**Signal metal coverage by tile**

The bar under the picture is 50 um long. 23 x 19 tiles, from black (low) to pale yellow (high), scaled to the fullest tile. Values are wire area over tile area, all layers added.
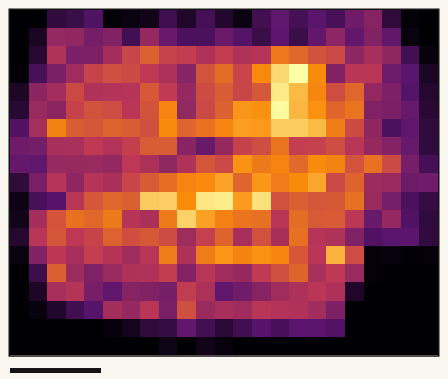
**Placed standard cells**

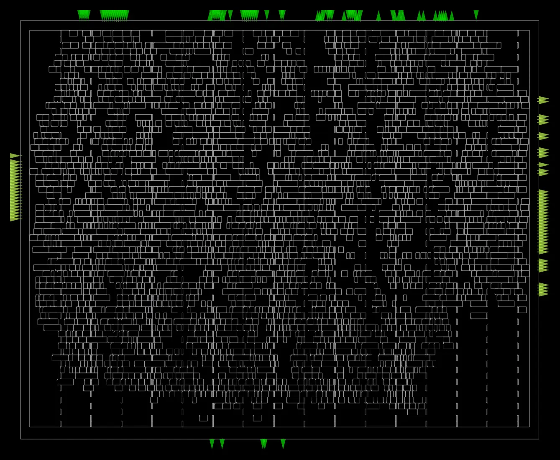
--- src/rtl/mul_div_pkg.sv ---
// Shared types and constants for the multi-cycle multiply/divide unit.
// Imported by the top-level datapath and its testbench.
package mul_div_pkg;

    localparam int DEFAULT_WIDTH = 32;

    localparam logic OP_MUL = 1'b0;
    localparam logic OP_DIV = 1'b1;

    typedef enum logic [1:0] {
        IDLE,
        RUN,
        FIX,
        DONE
    } state_e;

endpackage

--- src/rtl/mul_div_unit_twos_abs.sv ---
// Combinational conditional two's-complement negate.
// Used both for operand magnitudes and for sign correction of results.
module twos_abs #(
    parameter int WIDTH = 32
) (
    input  logic [WIDTH-1:0] value_i,
    input  logic             negate_i,
    output logic [WIDTH-1:0] result_o
);

    assign result_o = negate_i ? ((~value_i) + WIDTH'(1)) : value_i;

endmodule

--- src/rtl/mul_div_unit.sv ---
// Multi-cycle signed/unsigned multiply and restoring divide, one bit per RUN cycle.
// Fixed latency of WIDTH+2 cycles from an accepted start to the done pulse.
module mul_div_unit
    import mul_div_pkg::*;
#(
    parameter int WIDTH = DEFAULT_WIDTH
) (
    input  logic             clk,
    input  logic             clr,
    input  logic             start,
    input  logic             op_div,
    input  logic             op_unsigned,
    input  logic [WIDTH-1:0] a,
    input  logic [WIDTH-1:0] b,
    output logic             busy,
    output logic             done,
    output logic [WIDTH-1:0] hi,
    output logic [WIDTH-1:0] lo,
    output logic             div_by_zero
);

    localparam int CW = $clog2(WIDTH + 1);

    state_e            state_q, state_d;
    logic [CW-1:0]     cnt_q, cnt_d;
    logic              op_div_q, op_div_d;
    logic              op_uns_q, op_uns_d;
    logic              a_neg_q, a_neg_d;
    logic              b_neg_q, b_neg_d;
    logic              b_zero_q, b_zero_d;
    logic [WIDTH-1:0]  a_orig_q, a_orig_d;
    logic [WIDTH-1:0]  opnd_q, opnd_d;
    logic [WIDTH-1:0]  work_hi_q, work_hi_d;
    logic [WIDTH-1:0]  work_lo_q, work_lo_d;
    logic [WIDTH-1:0]  hi_q, hi_d;
    logic [WIDTH-1:0]  lo_q, lo_d;
    logic              dbz_q, dbz_d;

    logic              a_neg_in, b_neg_in;
    logic [WIDTH-1:0]  a_mag, b_mag;
    logic              sign_diff, rem_neg;
    logic [2*WIDTH-1:0] prod_fix;
    logic [WIDTH-1:0]  quot_fix, rem_fix;
    logic [WIDTH:0]    mul_sum;
    logic [WIDTH:0]    div_shift;
    logic              div_ge;
    logic [WIDTH-1:0]  div_diff;

    assign a_neg_in = ~op_unsigned & a[WIDTH-1];
    assign b_neg_in = ~op_unsigned & b[WIDTH-1];

    twos_abs #(.WIDTH(WIDTH)) u_abs_a (
        .value_i  (a),
        .negate_i (a_neg_in),
        .result_o (a_mag)
    );

    twos_abs #(.WIDTH(WIDTH)) u_abs_b (
        .value_i  (b),
        .negate_i (b_neg_in),
        .result_o (b_mag)
    );

    assign sign_diff = ~op_uns_q & (a_neg_q ^ b_neg_q);
    assign rem_neg   = ~op_uns_q & a_neg_q;

    twos_abs #(.WIDTH(2*WIDTH)) u_fix_prod (
        .value_i  ({work_hi_q, work_lo_q}),
        .negate_i (sign_diff),
        .result_o (prod_fix)
    );

    twos_abs #(.WIDTH(WIDTH)) u_fix_quot (
        .value_i  (work_lo_q),
        .negate_i (sign_diff),
        .result_o (quot_fix)
    );

    twos_abs #(.WIDTH(WIDTH)) u_fix_rem (
        .value_i  (work_hi_q),
        .negate_i (rem_neg),
        .result_o (rem_fix)
    );

    // Shift-add step: the carry out of the upper half becomes the new top bit after the shift.
    assign mul_sum = {1'b0, work_hi_q} + (work_lo_q[0] ? {1'b0, opnd_q} : '0);

    // Restoring step: a set top bit of the shifted remainder always exceeds the divisor.
    assign div_shift = {work_hi_q, work_lo_q[WIDTH-1]};
    assign div_ge    = div_shift[WIDTH] | (div_shift[WIDTH-1:0] >= opnd_q);
    assign div_diff  = div_shift[WIDTH-1:0] - opnd_q;

    always_comb begin
        state_d   = state_q;
        cnt_d     = cnt_q;
        op_div_d  = op_div_q;
        op_uns_d  = op_uns_q;
        a_neg_d   = a_neg_q;
        b_neg_d   = b_neg_q;
        b_zero_d  = b_zero_q;
        a_orig_d  = a_orig_q;
        opnd_d    = opnd_q;
        work_hi_d = work_hi_q;
        work_lo_d = work_lo_q;
        hi_d      = hi_q;
        lo_d      = lo_q;
        dbz_d     = dbz_q;

        unique case (state_q)
            IDLE, DONE: begin
                if (start) begin
                    state_d   = RUN;
                    cnt_d     = CW'(WIDTH - 1);
                    op_div_d  = op_div;
                    op_uns_d  = op_unsigned;
                    a_neg_d   = a_neg_in;
                    b_neg_d   = b_neg_in;
                    b_zero_d  = (b == '0);
                    a_orig_d  = a;
                    dbz_d     = 1'b0;
                    work_hi_d = '0;
                    if (op_div == OP_DIV) begin
                        opnd_d    = b_mag;
                        work_lo_d = a_mag;
                    end else begin
                        opnd_d    = a_mag;
                        work_lo_d = b_mag;
                    end
                end else begin
                    state_d = IDLE;
                end
            end
            RUN: begin
                if (op_div_q == OP_DIV) begin
                    if (div_ge) begin
                        work_hi_d = div_diff;
                        work_lo_d = {work_lo_q[WIDTH-2:0], 1'b1};
                    end else begin
                        work_hi_d = div_shift[WIDTH-1:0];
                        work_lo_d = {work_lo_q[WIDTH-2:0], 1'b0};
                    end
                end else begin
                    work_hi_d = mul_sum[WIDTH:1];
                    work_lo_d = {mul_sum[0], work_lo_q[WIDTH-1:1]};
                end
                if (cnt_q == '0) begin
                    state_d = FIX;
                end else begin
                    cnt_d = cnt_q - CW'(1);
                end
            end
            FIX: begin
                if (op_div_q == OP_MUL) begin
                    {hi_d, lo_d} = prod_fix;
                end else if (b_zero_q) begin
                    lo_d  = '1;
                    hi_d  = a_orig_q;
                    dbz_d = 1'b1;
                end else begin
                    lo_d = quot_fix;
                    hi_d = rem_fix;
                end
                state_d = DONE;
            end
            default: begin
                state_d = IDLE;
            end
        endcase
    end

    always_ff @(posedge clk) begin
        if (!clr) begin
            state_q   <= IDLE;
            cnt_q     <= '0;
            op_div_q  <= 1'b0;
            op_uns_q  <= 1'b0;
            a_neg_q   <= 1'b0;
            b_neg_q   <= 1'b0;
            b_zero_q  <= 1'b0;
            a_orig_q  <= '0;
            opnd_q    <= '0;
            work_hi_q <= '0;
            work_lo_q <= '0;
            hi_q      <= '0;
            lo_q      <= '0;
            dbz_q     <= 1'b0;
        end else begin
            state_q   <= state_d;
            cnt_q     <= cnt_d;
            op_div_q  <= op_div_d;
            op_uns_q  <= op_uns_d;
            a_neg_q   <= a_neg_d;
            b_neg_q   <= b_neg_d;
            b_zero_q  <= b_zero_d;
            a_orig_q  <= a_orig_d;
            opnd_q    <= opnd_d;
            work_hi_q <= work_hi_d;
            work_lo_q <= work_lo_d;
            hi_q      <= hi_d;
            lo_q      <= lo_d;
            dbz_q     <= dbz_d;
        end
    end

    assign busy        = (state_q == RUN) || (state_q == FIX);
    assign done        = (state_q == DONE);
    assign hi          = hi_q;
    assign lo          = lo_q;
    assign div_by_zero = dbz_q;

endmodule

--- config.mk ---
export PLATFORM = sky130hd
export DESIGN_NAME = mul_div_unit
export DESIGN_NICKNAME = d
export VERILOG_FILES = /design/src/rtl/mul_div_pkg.sv /design/src/rtl/mul_div_unit_twos_abs.sv /design/src/rtl/mul_div_unit.sv
export SDC_FILE = /design/constraint.sdc
export NUM_CORES = 1
export LEC_CHECK = 0
export CAP_MARGIN = 20
export CORE_ASPECT_RATIO = 0.8
export CORE_MARGIN = 4
export CORE_UTILIZATION = 40
export DETAILED_ROUTE_END_ITERATION = 10
export PLACE_DENSITY = 0.68
export SLEW_MARGIN = 25
export SYNTH_ARGS = -nofsm -noshare
export SYNTH_HDL_FRONTEND = slang
export SYNTH_SLANG_ARGS = --single-unit
export TNS_END_PERCENT = 20
--- constraint.sdc ---
create_clock -name clk -period 3.2 [get_ports clk]
set_input_delay 0.64 -clock clk [delete_from_list [all_inputs] [get_ports clk]]
set_output_delay 0.64 -clock clk [all_outputs]
set_load 0.01 [all_outputs]
==> run summary <==
run results: GP Congestion 1.03, Cell Type Count a little under 90, Max Fclk ~0.32 GHz, compound-cell area share of the yosys netlist 27.5%, Clk. pwr 0.00279 W, M1 GR Usage 45.3%, Clock Skews 0.0205 ns, CP Launch Type flop, crit-path most repeated cell buf_4, placed cells around 3100, initial antenna violation count 3, clk buf depth 3, IO Pins 136, Sw Pwr just under 0.007 W, status complete, no violations, Max Used Layer met5, met3 WL 7210 um, postcts setup bufs 0, Post-Syn Nets 2417, dpl hpwl 55300 um, chip area 44400 um^2, post-synthesis cell area 16400 um^2, Sw Share 45.6%, met3 Use GR 5.18%, top power group combinational logic, Avg Inst Size Synth approximately 7.2 um^2, Critical path buffers and inverters 4, dominant register cell dfxtp_1, number of global-route vias before repair 17300, logic area approximately 12000 um^2, most common library cells after synthesis nand2_1 (271), a21oi_1 (264), nor2_1 (232), dfxtp_1 (206), o21ai_0 (180), cell taking the most area after synthesis dfxtp_1, hold bufs inserted after CTS 0, # Cells Yosys approximately 2300, Vias/cell 5.94, MUX share of area ~4.3%, setup TNS 0 ns, Worst-Skew Late Latency 0.55 ns, post-synthesis simple-gate area fraction 20.4%, Slew Limit Fails 0, number of enable flip-flop cells 0, crit path kind flop to flop, Adders+Majority by Area 5.80%, clock share of power a little under a fifth, most frequent cells in the layout buf_4 (304), nand2_1 (268), a21oi_1 (257), nor2_1 (230), dfxtp_1 (201), layout cell share with drive strength beyond 1 roughly 17%, Synth Seq Share 25.1%, Fin. Hold Viols 0, count leader, synth nand2_1, CTS tree yes, max_cap viols 0, htree depth 1, FP Util 40.5%, Yosys reg bits just over 200, CTS clk-pin slew, worst paths ~0.06 ns, Finished Core Util between 50% and 60%, first-pass GRT wire length 105000 um, fin cells ~3100, actual slew at the worst max-slew pin between 0.9 and 1 ns, total grt overflow 0, Total Nets Final 2717, sequential power between 0.003 and 0.004 W, global-route track usage on met2 43.9%, worst-path maximum fanout 4, routed wl met2 28700 um, IR drop worst, VDD 0.391 mV, Worst EP required 3.64 ns, Final ANT Viol Nets 0, Hold WC Path Type flop to flop
About 'signal metal coverage by tile':
14% of the tiles are nearly empty. The emptiest ninth of the die: lower right. The fullest tile reaches 0.67. 36% of the tiles are over half the peak.
Total GRT Usage: 29.7%
overall routed net length: 69700 um

About 'placed standard cells':
Core Area: 40600 um^2
flop share of the area: 19.5%
registers: 206
row cnt: 66

layout make-up:
type / instances / area share [%]
clock buffers: 32 / 3.27
well taps: 544 / 3.22
clock inverters: 10 / 0.437
multi-input cells: 1827 / 54.7
repair buffers: 445 / 17.7
flip-flops and latches: 206 / 19.5
inverters: 69 / 1.22
path summary, 6_finish.rpt:
kind	from	cells after the start	end	slack (ns)
worst max-delay path	work_lo_q[0]$_SDFFE_PN0P_	15	work_hi_q[27]$_SDFFE_PN0P_	0.05
worst min-delay path	opnd_q[10]$_SDFFE_PN0P_	2	opnd_q[10]$_SDFFE_PN0P_	0.45
worst max register to register	work_lo_q[0]$_SDFFE_PN0P_	15	work_hi_q[27]$_SDFFE_PN0P_	0.05
worst min register to register	opnd_q[10]$_SDFFE_PN0P_	2	opnd_q[10]$_SDFFE_PN0P_	0.45
Power is estimated from default activity; no workload was simulated.
